Design note_player_ctrl, sky130hd; sources not shown.
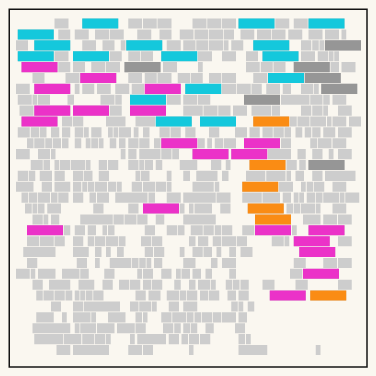
Fig. 1. Sequential cells coloured by netlist name (run 1).
Drawn at 4 px/um. Other sequential cells in the stronger grey, the rest of the logic in the fainter grey.
Key: orange = remaining_q [flops 6, where middle right]; magenta = step_size [flops 20]; cyan = sample_out [flops 16]
Another 7 sequential cells are not coloured.
fin util: 0.6766
seq pwr: 0.00134 W
Seq area share: 0.2485
sequential cell area: 1226 sq um

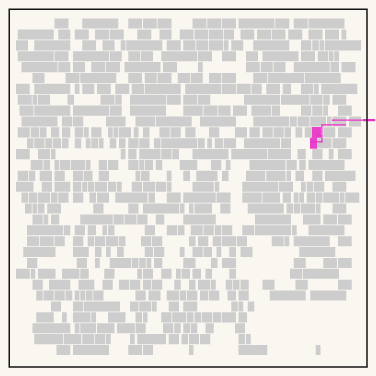
Fig. 2. Wires at chosen ports, followed through buffers (run 1).
Drawn at 4 px/um.
Key: magenta = beat [direction input, edge right, end cells 2, buffers 1, wire 22.6 um]
IO Pins: 76
input/output buffers: 74

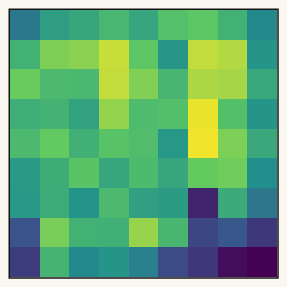
Fig. 3. Placement density heat map (run 1).
Drawn at 3 px/um. 9 x 9 tiles, from dark purple (low) to yellow (high), 0 to 100% covered.
The fullest tile reaches 98%. 24% of the tiles are over 75% full. The emptiest ninth of the die: lower right. 1.2% of the tiles are nearly empty.
FP Core Util: 0.4887
Core ar.: 7292 sq um

==> ci_impl_report.md, run 1 <==
## Implementation flow summary

| Metric | Value |
|---|---|
| Status | `complete, no violations` |
| Critical-path cell list | `dlygate4sd2_1 -> inv_1 -> buf_4 -> ha_1 -> inv_1 -> mux4_1 -> mux4_2 -> a22o_1` |
| Die area | `7934 sq um` |
| Synth area leader | `dfrtp_1` |
| M1 wire length | `4862 um` |
| Tap Count | `99` |
| Worst setup SP type | `primary input` |
| Top cells, area | `dfrtp_1 34%, a22o_1 9.3%, ha_1 4.9%` |
| CP max stage delay | `0.49 ns` |
| Syn Area/Cell | `9.160 sq um` |
| Layout Cells excl Fill | `602` |
| Combinational share of cell area | `0.4278` |
| Final Cell Area | `4933 sq um` |
| Num CTS Buffers | `5` |
| Top power group | `combinational cells` |
| Final hold violation count | `0` |
| Net Sw Frac | `0.3750` |
| Mapped Cells | `389` |
| Yosys Chip Area | `3563 sq um` |
| Worst hold margin | `0.2033 ns` |
| Initial antenna violation count | `0` |
| Min Tclk post-route | `2.196 ns` |
| AO/OA Area Share | `0.2967` |
| GRT Overall Usage | `0.3016` |
| Post-synthesis cell area | `3563 sq um` |
| Met1 Track Usage GR | `0.3974` |
| P_leak | `2.191 nW` |
| Synthesis Warnings | `6` |
| Max_slew headroom | `0.5870` |
| CTS tree | `yes` |
| Reg clk slew, reported paths | `0.10 ns` |
| Layout filler cell count | `600` |
| Final setup margin | `0.1041 ns` |
| #FFs+latches synth | `49` |
| Unique masters post-synth | `69` |
| Total tool warning count | `37` |
| Largest cell class | `logic gates` |
| Non-clock inverter count | `16` |
| Top post-synthesis cells by count | `49 x dfrtp_1, 38 x a22o_1, 25 x nor2_1, 24 x o21ai_0, 22 x nand2_1` |
| DR top layer | `met4` |
| Dominant logic cell types in the final layout | `71 x clkdlybuf4s50_1, 62 x buf_4, 49 x dfrtp_1` |
| Power per Cell Area | `737.6 nW/um^2` |
| Clock power share | `0.148` |
| R2r setup slk | `0.26 ns` |
| GR Util met2 | `0.5112` |
| CP bufs+invs | `4` |
| Cell count of the worst reg-to-reg path | `7` |
| Clock root cell | `clkbuf_8` |
| N_diodes | `0` |
| Comb gates | `287` |
| Vias in the first global route | `3553` |
| Clock sink total | `49` |
| Count of non-CTS buffers in the layout | `143` |
| Die Wd | `89.08 um` |
| Via-to-Cell Ratio | `6.010` |
| Clk buf depth | `2` |
| Largest delay contributor family on the critical path | `multiplexers` |
| Post-route ant nets | `0` |
| Critical Path RT | `2.30 ns` |
| Layout cell share with drive strength beyond 1 | `0.2107` |
| Min-Delay Path Class | `primary input to asynchronous set/reset pin` |
| Drt total wl | `11390 um` |
| Fmax | `455.4 MHz` |
| Yosys adder share | `0.04916` |
--- run 2 (diff from run 1) ---
Settings changed: CAP_MARGIN 20 to unset.
Clock period 2.3 ns to 2.7 ns, I/O delays scaled along.
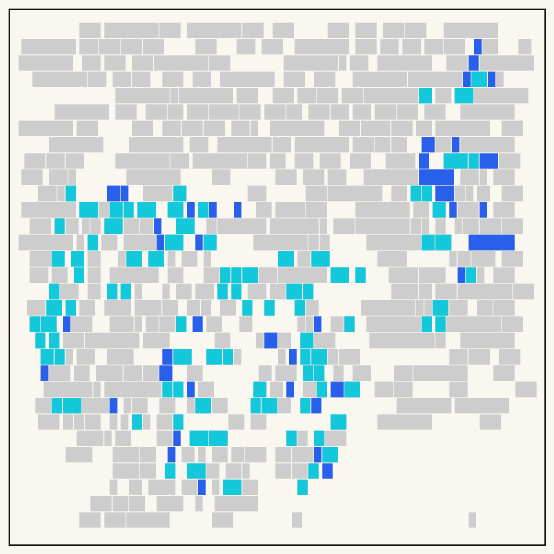
Fig. 4. Gate-type map (run 2).
Drawn at 6 px/um.
Key: cyan = aoi and oai cells [cells 92]; blue = nor cells [cells 40]
Layout Cells excl Fill: 578
most instantiated logic cell after routing: clkdlybuf4s50_1
combinational share of cell area: 0.4393

==> ci_impl_report.md, run 2 <==
## Implementation flow summary

| Metric | Value |
|---|---|
| Status | `complete, no violations` |
| Max-cap violation count | `0` |
| Max H-tree Level | `2` |
| Clock sink total | `49` |
| Via count | `3552` |
| Ys async rst share | `1.000` |
| Dominant cell area share | `0.3441` |
| Met1 Track Usage GR | `0.3786` |
| Final hold violation count | `0` |
| DR top layer | `met4` |
| Comb area leader | `AND-OR/OR-AND gates` |
| Die Wd | `89.08 um` |
| Layout cell share with drive strength beyond 1 | `0.1545` |
| Combinational fraction of design power | `0.463` |
| Drt total wl | `10680 um` |
| Simple-gate area share of the yosys netlist | `0.1598` |
| # rows | `31` |
| N_diodes | `0` |
| Count of non-CTS buffers in the layout | `119` |
| Post-synthesis cell area | `3563 sq um` |
| GR Util met2 | `0.4385` |
| Critical Path RT | `2.74 ns` |
| Mapped Cells | `389` |
| Setup bufs post-CTS | `0` |
| Setup TNS Final | `0 ns` |
| P_leak | `2.053 nW` |
| Multiplexer area fraction after synthesis | `0.06320` |
| Seq_cells | `49` |
| CP bufs+invs | `2` |
| Layout filler cell count | `631` |
| Place WS | `0.02470 ns` |
| Worst hold margin | `0.1428 ns` |
| RSZ-0062 raised after global routing | `no` |
| Most used routing layer | `met2` |
| Buffering overhead | `0.2343` |
| DRC viols | `0` |
| Sequential share of the synthesized area | `0.3441` |
| Top power group | `combinational cells` |
| Via-to-Cell Ratio | `6.145` |
| Power Combinational | `0.00145 W` |
| Post-synth EDFFs | `0` |
| #FFs+latches synth | `49` |
| Min Tclk post-route | `2.432 ns` |
| Final setup violation count | `0` |
| Net load switching power | `0.001133 W` |
| Clk buf depth | `2` |
| Clock-cell share of area | `0.02562` |
| Comb gates | `287` |
| FP Core Util | `0.4887` |
| Max-slew violation count | `0` |
| WP data arrival | `2.47 ns` |
| Latency at later pin | `0.29 ns` |
| GR Util met3 | `0.04801` |
| Seq area share | `0.2615` |
| CP max stage delay | `0.53 ns` |
| Post-route ant nets | `0` |
| Sequential fraction of design power | `0.363` |
| R2r setup slk | `0.67 ns` |
| Routability Congestion | `1.030` |
| Top-count cell post-synth | `dfrtp_1` |
| Dominant logic cell types in the final layout | `73 x clkdlybuf4s50_1, 49 x dfrtp_1, 43 x buf_4` |
| Max_slew headroom | `0.6134` |
| Seq pwr | `0.00114 W` |
| Tap Count | `99` |
| Yosys adder share | `0.04916` |
| Net Sw Frac | `0.3617` |
| XORs/XNORs by Area | `0.004916` |
| Top cells, area | `dfrtp_1 34%, a22o_1 9.3%, ha_1 4.9%` |
| Crit. End Element | `flop` |
| Kind of critical path | `primary input to flop` |
| Global route overflow | `0` |
| Sequential cell area | `1226 sq um` |
| Core ar. | `7292 sq um` |
| Fin util | `0.6429` |
| Met3 wire length | `656 um` |
| Synth area leader | `dfrtp_1` |
| Synthesis-to-layout area growth | `31.57%` |
| Post-layout period usage | `0.9007` |
| Post-cts resize count | `0` |
| Predominant post-synthesis flop cell | `dfrtp_1` |
| Cell count of the worst reg-to-reg path | `7` |
| Largest cell class | `logic gates` |
| Worst slew pin tran | `0.5791 ns` |
| Unique masters post-synth | `69` |
| DP Cell Count | `570` |
| Non-clock inverter count | `16` |
| Die area | `7934 sq um` |
| Total tool warning count | `37` |
| Logic area | `2059 sq um` |
| Die span in y | `89.08 um` |
| Max FFs per register | `20` |
| Largest net degree at the start of global routing | `39` |
| Fmax | `411.2 MHz` |
| Num CTS Buffers | `5` |
| Pint | `0.002000 W` |
| Worst vdd ir | `518.9 uV` |
| Min-Delay Path Class | `primary input to asynchronous set/reset pin` |
| Crit path depth | `7` |
| CP Max Fanout | `7` |
| Nets | `527` |
| Global-route wire length before repair | `16770 um` |
| DR WL/cell | `18.48 um` |
| Syn Area/Cell | `9.160 sq um` |
| Design Power | `0.003133 W` |
| Placed cell areas | `4568 sq um` |
| Reg clk slew, reported paths | `0.09 ns` |
| DR pass1 iterations | `5` |
| Vias in the first global route | `3292` |
| Synthesis Warnings | `6` |
| Initial antenna violation count | `0` |
| Critical-path cell list | `clkdlybuf4s50_1 -> inv_1 -> ha_1 -> or2_1 -> nand3_1 -> a221oi_1 -> a22o_1` |
| Largest delay contributor family on the critical path | `buffers and inverters` |
| GRT Overall Usage | `0.2781` |
| M1 wire length | `4564 um` |
| Power per Cell Area | `668.2 nW/um^2` |
| Clock group | `0.000547 W` |
| Clock power share | `0.175` |
| DP Wirelength | `8011 um` |
| Slowest-stage cell, CP | `clkdlybuf4s50_1` |
| IO Pins | `76` |
| CTS tree | `yes` |
| Clock buf count | `6` |
| Final setup margin | `0.2681 ns` |
| Ys cells | `389` |
| Clock root cell | `clkbuf_8` |
| Worst setup SP type | `primary input` |
| CTS Hold Buffers Added | `0` |
| Final Cell Area | `4688 sq um` |
| AO/OA Area Share | `0.2967` |
| DR WL met2 | `5101 um` |
| Input/output buffers | `74` |
| Initial detailed-routing violation count | `301` |
| Yosys Chip Area | `3563 sq um` |
| Top post-synthesis cells by count | `49 x dfrtp_1, 38 x a22o_1, 25 x nor2_1, 24 x o21ai_0, 22 x nand2_1` |
No activity file was given, so power comes from the tool's default toggle rates.
